$ cat src/rtl/ff_pipe.sv
`default_nettype none
// ============================================================================
// Module  : ff_pipe
// Brief   : DEPTH-stage valid/ready register pipeline with bubble collapse,
//           synchronous flush and async active-low reset. Optional occupancy
//           counter and port under FF_PIPE_OCCUPANCY_EN.
// Revision: 1.0 - initial release
// ============================================================================
module ff_pipe #(
    parameter int                WIDTH   = 8,
    parameter int                DEPTH   = 3,
    parameter logic [WIDTH-1:0]  RST_VAL = '0
) (
    input  logic             clk,
    input  logic             rstn,
    input  logic             flush,
    input  logic             in_valid,
    output logic             in_ready,
    input  logic [WIDTH-1:0] in_data,
    output logic             out_valid,
    input  logic             out_ready,
    output logic [WIDTH-1:0] out_data
`ifdef FF_PIPE_OCCUPANCY_EN
    ,
    output logic [$clog2(DEPTH+1)-1:0] occupancy
`endif
);

    logic [DEPTH-1:0]            r_valid;
    logic [DEPTH-1:0][WIDTH-1:0] r_data;
    logic [DEPTH-1:0]            w_adv;
    logic [DEPTH-1:0]            w_vin;
    logic [DEPTH-1:0][WIDTH-1:0] w_din;

    // A stage is blocked only when it and every stage after it are full and
    // the sink stalls; this is the unrolled form of !v[i] | adv[i+1].
    generate
        for (genvar i = 0; i < DEPTH; i++) begin : g_stage
            assign w_adv[i] = out_ready | ~(&r_valid[DEPTH-1:i]);
            if (i == 0) begin : g_head
                assign w_vin[i] = in_valid;
                assign w_din[i] = in_data;
            end else begin : g_body
                assign w_vin[i] = r_valid[i-1];
                assign w_din[i] = r_data[i-1];
            end
        end
    endgenerate

    always_ff @(posedge clk or negedge rstn) begin
        if (!rstn) begin
            r_valid <= '0;
        end else if (flush) begin
            r_valid <= '0;
        end else begin
            r_valid <= (w_adv & w_vin) | (~w_adv & r_valid);
        end
    end

    // Data follows the advance terms only; flush leaves payloads in place.
    always_ff @(posedge clk or negedge rstn) begin
        if (!rstn) begin
            for (int i = 0; i < DEPTH; i++) begin
                r_data[i] <= RST_VAL;
            end
        end else begin
            for (int i = 0; i < DEPTH; i++) begin
                if (w_adv[i]) begin
                    r_data[i] <= w_din[i];
                end
            end
        end
    end

    assign in_ready  = w_adv[0];
    assign out_valid = r_valid[DEPTH-1];
    assign out_data  = r_data[DEPTH-1];

`ifdef FF_PIPE_OCCUPANCY_EN
    localparam int                  c_occ_w = $clog2(DEPTH + 1);
    localparam logic [c_occ_w-1:0]  c_one   = c_occ_w'(1);

    logic               w_accept;
    logic               w_emit;
    logic [c_occ_w-1:0] r_occ;

    assign w_accept = in_valid & w_adv[0];
    assign w_emit   = r_valid[DEPTH-1] & out_ready;

    always_ff @(posedge clk or negedge rstn) begin
        if (!rstn) begin
            r_occ <= '0;
        end else if (flush) begin
            r_occ <= '0;
        end else begin
            case ({w_accept, w_emit})
                2'b10:   r_occ <= r_occ + c_one;
                2'b01:   r_occ <= r_occ - c_one;
                default: r_occ <= r_occ;
            endcase
        end
    end

    assign occupancy = r_occ;

    a_occ_matches_valid: assert property (@(posedge clk) disable iff (!rstn)
        int'(r_occ) == $countones(r_valid));
`endif

endmodule
`default_nettype wire

$ cat config.mk
export PLATFORM = sky130hd
export DESIGN_NAME = ff_pipe
export DESIGN_NICKNAME = d
export VERILOG_FILES = /design/src/rtl/ff_pipe.sv
export SDC_FILE = /design/constraint.sdc
export NUM_CORES = 1
export LEC_CHECK = 0
export ABC_AREA = 1
export CAP_MARGIN = 20
export CORE_MARGIN = 5
export CORE_UTILIZATION = 49
export DETAILED_ROUTE_END_ITERATION = 7
export HOLD_SLACK_MARGIN = 0.12
export PLACE_DENSITY = 0.75
export SETUP_SLACK_MARGIN = 0.02
export SKIP_LAST_GASP = 1
export SYNTH_ARGS = -nofsm -noshare
export SYNTH_HDL_FRONTEND = slang
export SYNTH_SLANG_ARGS = --single-unit
$ cat constraint.sdc
create_clock -name clk -period 1.2 [get_ports clk]
set_clock_uncertainty 0.05 [all_clocks]
set_input_delay 0.24 -clock clk [delete_from_list [all_inputs] [get_ports clk]]
set_output_delay 0.24 -clock clk [all_outputs]
set_load 0.005 [all_outputs]
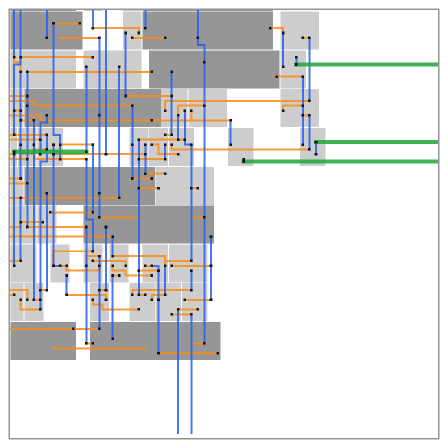
*A small window of the routed layout, run 1*
Window x 28 to 58, y 0 to 30 um. Cells in gray, sequential cells in the stronger gray; small squares are vias.
| color | layer |
|---|---|
| green | M3 |
| orange | M1 |
| blue | M2 |
sequential cells in the window: 8
netlist names of flops here include: out_data (4), r_data (3)
cells with their middle in the window: 38
most frequent: nand2_1 (11), dfrtp_1 (7), buf_2 (5)

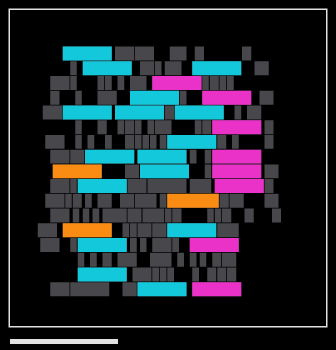
*Sequential cells colored by netlist name, run 1*
Scale bar: 20 um.
| color | name in the netlist | flops |
|---|---|---|
| magenta | out_data | 8 |
| cyan | r_data | 16 |
| orange | r_valid | 3 |

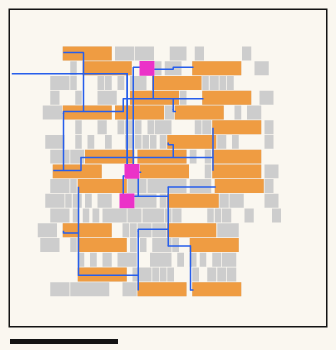
*Clock wires, drivers and flops, run 1*
Scale bar: 20 um.
[magenta] clock-net drivers | count: 3
[blue] clock wires | length: 274 um
[orange] flip-flops | count: 27
routed clock nets: 4

==> flow_metrics.env, run 1 <==
# physical design summary
export IMPL_arrival_ns=1.02
export IMPL_num_nonclk_buffers=37
export IMPL_tapCellCount=28
export IMPL_grt_pass1_wl_mm=3.70
export IMPL_violations="negative setup slack"
export IMPL_clkTransAtPathRegs_ns=0.14
export IMPL_insertion_delay_ns=0.32
export IMPL_buf_share=0.213
export IMPL_drive_gt1_frac=0.302
export IMPL_async_flop_share=1.00
export IMPL_layout_top_cell="nand2_1"
export IMPL_dp_final_hpwl_mm=1.43
export IMPL_synthTopCellsByArea="dfrtp_1, nand2_1, buf_4"
export IMPL_setup_slack_ns=-0.110
export IMPL_use_met3=0.0307
export IMPL_crit_slowest_cell="clkdlybuf4s50_1"
export IMPL_largest_reg_flops=16
export IMPL_syn_instance_count=120
export IMPL_final_setup_viol_count=2
export IMPL_clkPwrFrac=0.246
export IMPL_drc=0
export IMPL_status="complete, but fails checks"
==> run 1 -> run 2 <==
CTS_BUF_LIST = sky130_fd_sc_hd__clkbuf_8 sky130_fd_sc_hd__clkbuf_16   (was unset)
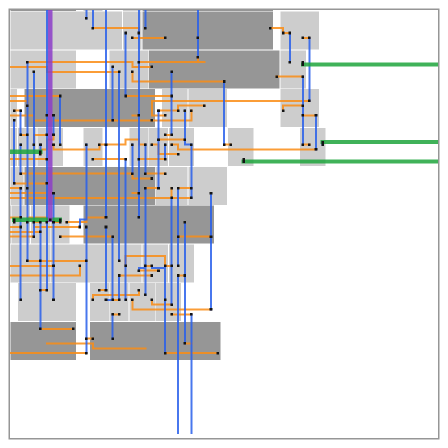
*A small window of the routed layout, run 2*
Window x 28 to 58, y 0 to 30 um. Cells in gray, sequential cells in the stronger gray; small squares are vias.
| color | layer |
|---|---|
| purple | M4 |
| blue | M2 |
| green | M3 |
| orange | M1 |
most frequent: nand2_1 (10), dfrtp_1 (7), buf_4 (5)
cells with their middle in the window: 38
sequential cells in the window: 7
netlist names of flops here include: out_data (4), r_data (2)

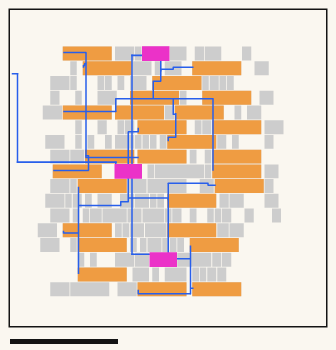
*Clock wires, drivers and flops, run 2*
Scale bar: 20 um.
[blue] clock wires | length: 297 um
[orange] flip-flops | count: 27
[magenta] clock-net drivers | count: 3
routed clock nets: 4

==> run 2 against run 1 <==
Against the previous run:
- the flow still finishes with violations (negative setup slack)
- core utilization grew 3.2 points
- combinational power grew 3%
- die area unchanged
- critical path type is now flip-flop to primary output
- largest power group unchanged
- highest routed layer unchanged
==> flow_metrics.env, run 2 <==
# physical design summary
export IMPL_status="complete, but fails checks"
export IMPL_violations="negative setup slack"
export IMPL_syn_instance_count=120
export IMPL_clkTransAtPathRegs_ns=0.09
export IMPL_async_flop_share=1.00
export IMPL_comb_share=0.260
export IMPL_clkPwrFrac=0.305
export IMPL_synth_compound_area_share=0.0568
export IMPL_use_met3=0.0175
export IMPL_setup_slack_ns=-0.0627
export IMPL_final_setup_viol_count=13
export IMPL_post_place_cells=166
export IMPL_synthTopCellsByArea="dfrtp_1, nand2_1, buf_4"
export IMPL_vias=903
export IMPL_num_nets_final=166
export IMPL_top_usage_layer="met2"
export IMPL_layout_top_cell="nand2_1"
export IMPL_grt_max_degree=28
export IMPL_topRoutingLayerUsed="met4"
export IMPL_synthSimpleGateAreaFrac=0.239
export IMPL_crit_slowest_cell="dfrtp_1"
export IMPL_grt_pass1_wl_mm=3.71
export IMPL_p_seq_frac=0.573
export IMPL_dp_final_hpwl_mm=1.43
export IMPL_synth_stat_cells=120
export IMPL_root_buffer="clkbuf_8"
export IMPL_crit_path_end_kind="primary output"
export IMPL_drc=0
export IMPL_p_total_mw=1.73
export IMPL_powerComb_uw=212
export IMPL_largest_reg_flops=16
export IMPL_buf_share=0.229
export IMPL_tapCellCount=28
export IMPL_insertion_delay_ns=0.28
export IMPL_drive_gt1_frac=0.322
export IMPL_hold_class="input pin to async pin"
export IMPL_arrival_ns=0.97
==> run 2 -> run 3 <==
ABC_AREA = unset   (was 1)
RECOVER_POWER = 25   (was unset)
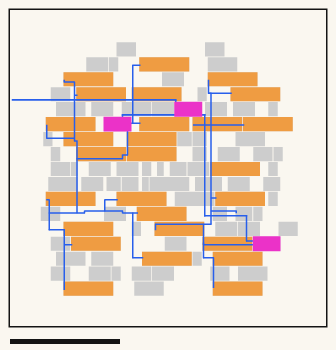
*Clock wires, drivers and flops, run 3*
Scale bar: 20 um.
[magenta] clock-net drivers | count: 3
[blue] clock wires | length: 284 um
[orange] flip-flops | count: 27
routed clock nets: 4

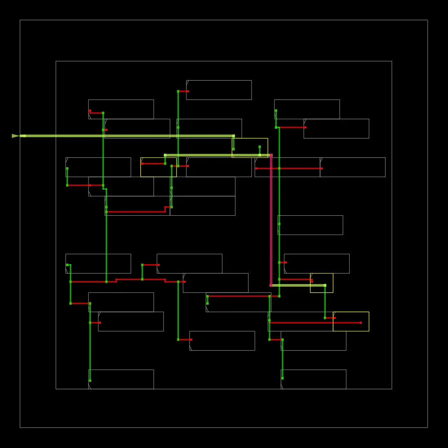
*Clock wiring as the flow saved it, run 3*
CTS sink count: 27
Latency at later pin: 0.28 ns

==> run 3 against run 2 <==
Against the previous run:
- the flow still finishes with violations (negative setup slack)
- register-to-register slack worse by 0.14 ns
- sequential cell count stayed put
- first-iteration DRC count is 65% lower
- area after synthesis is 3.6% lower
- clock power is 0.8% higher
- critical path depth is 3 higher
- combinational power is 23% lower
- highest routed layer unchanged
- via count is 32% lower
- largest cell class unchanged
- routed wire length is 18% lower
- largest power group unchanged
- cell count is 31% lower
- maximum frequency is 9.2% lower
==> flow_metrics.env, run 3 <==
# physical design summary
export IMPL_num_nonclk_buffers=31
export IMPL_synth_compound_area_share=0.0136
export IMPL_final_setup_viol_count=18
export IMPL_grt_pass1_wl_mm=3.08
export IMPL_synth_stat_cells=70
export IMPL_drive_gt1_frac=0.531
export IMPL_root_buffer="clkbuf_8"
export IMPL_syn_instance_count=70
export IMPL_tapCellCount=28
export IMPL_hold_class="input pin to flip-flop"
export IMPL_synthSimpleGateAreaFrac=0.0238
export IMPL_post_place_cells=116
export IMPL_comb_share=0.273
export IMPL_p_total_mw=1.68
export IMPL_clkPwrFrac=0.316
export IMPL_crit_path_end_kind="flip-flop"
export IMPL_grt_max_degree=28
export IMPL_layout_top_cell="dfrtp_1"
export IMPL_drc=0
export IMPL_xor_area_frac=0
export IMPL_buf_share=0.175
export IMPL_synthTopCellsByArea="dfrtp_1, mux2_2, mux2_4"
export IMPL_arrival_ns=1.51
export IMPL_num_nets_final=110
export IMPL_vias=613
export IMPL_min_to="r_valid[0]"
export IMPL_setup_slack_ns=-0.190
export IMPL_use_met3=0.0656
export IMPL_largest_reg_flops=16
export IMPL_violations="negative setup slack"
export IMPL_status="complete, but fails checks"
export IMPL_hold_violations=0
export IMPL_use_met2=0.205
export IMPL_crit_slowest_cell="dfrtp_1"
export IMPL_rows=17
export IMPL_clkTransAtPathRegs_ns=0.09
export IMPL_powerComb_uw=163
export IMPL_dp_final_hpwl_mm=1.24
export IMPL_topRoutingLayerUsed="met4"
export IMPL_die_area_mm2=0.00330
Power figures rest on the tool's default switching activity, not on a simulated workload.
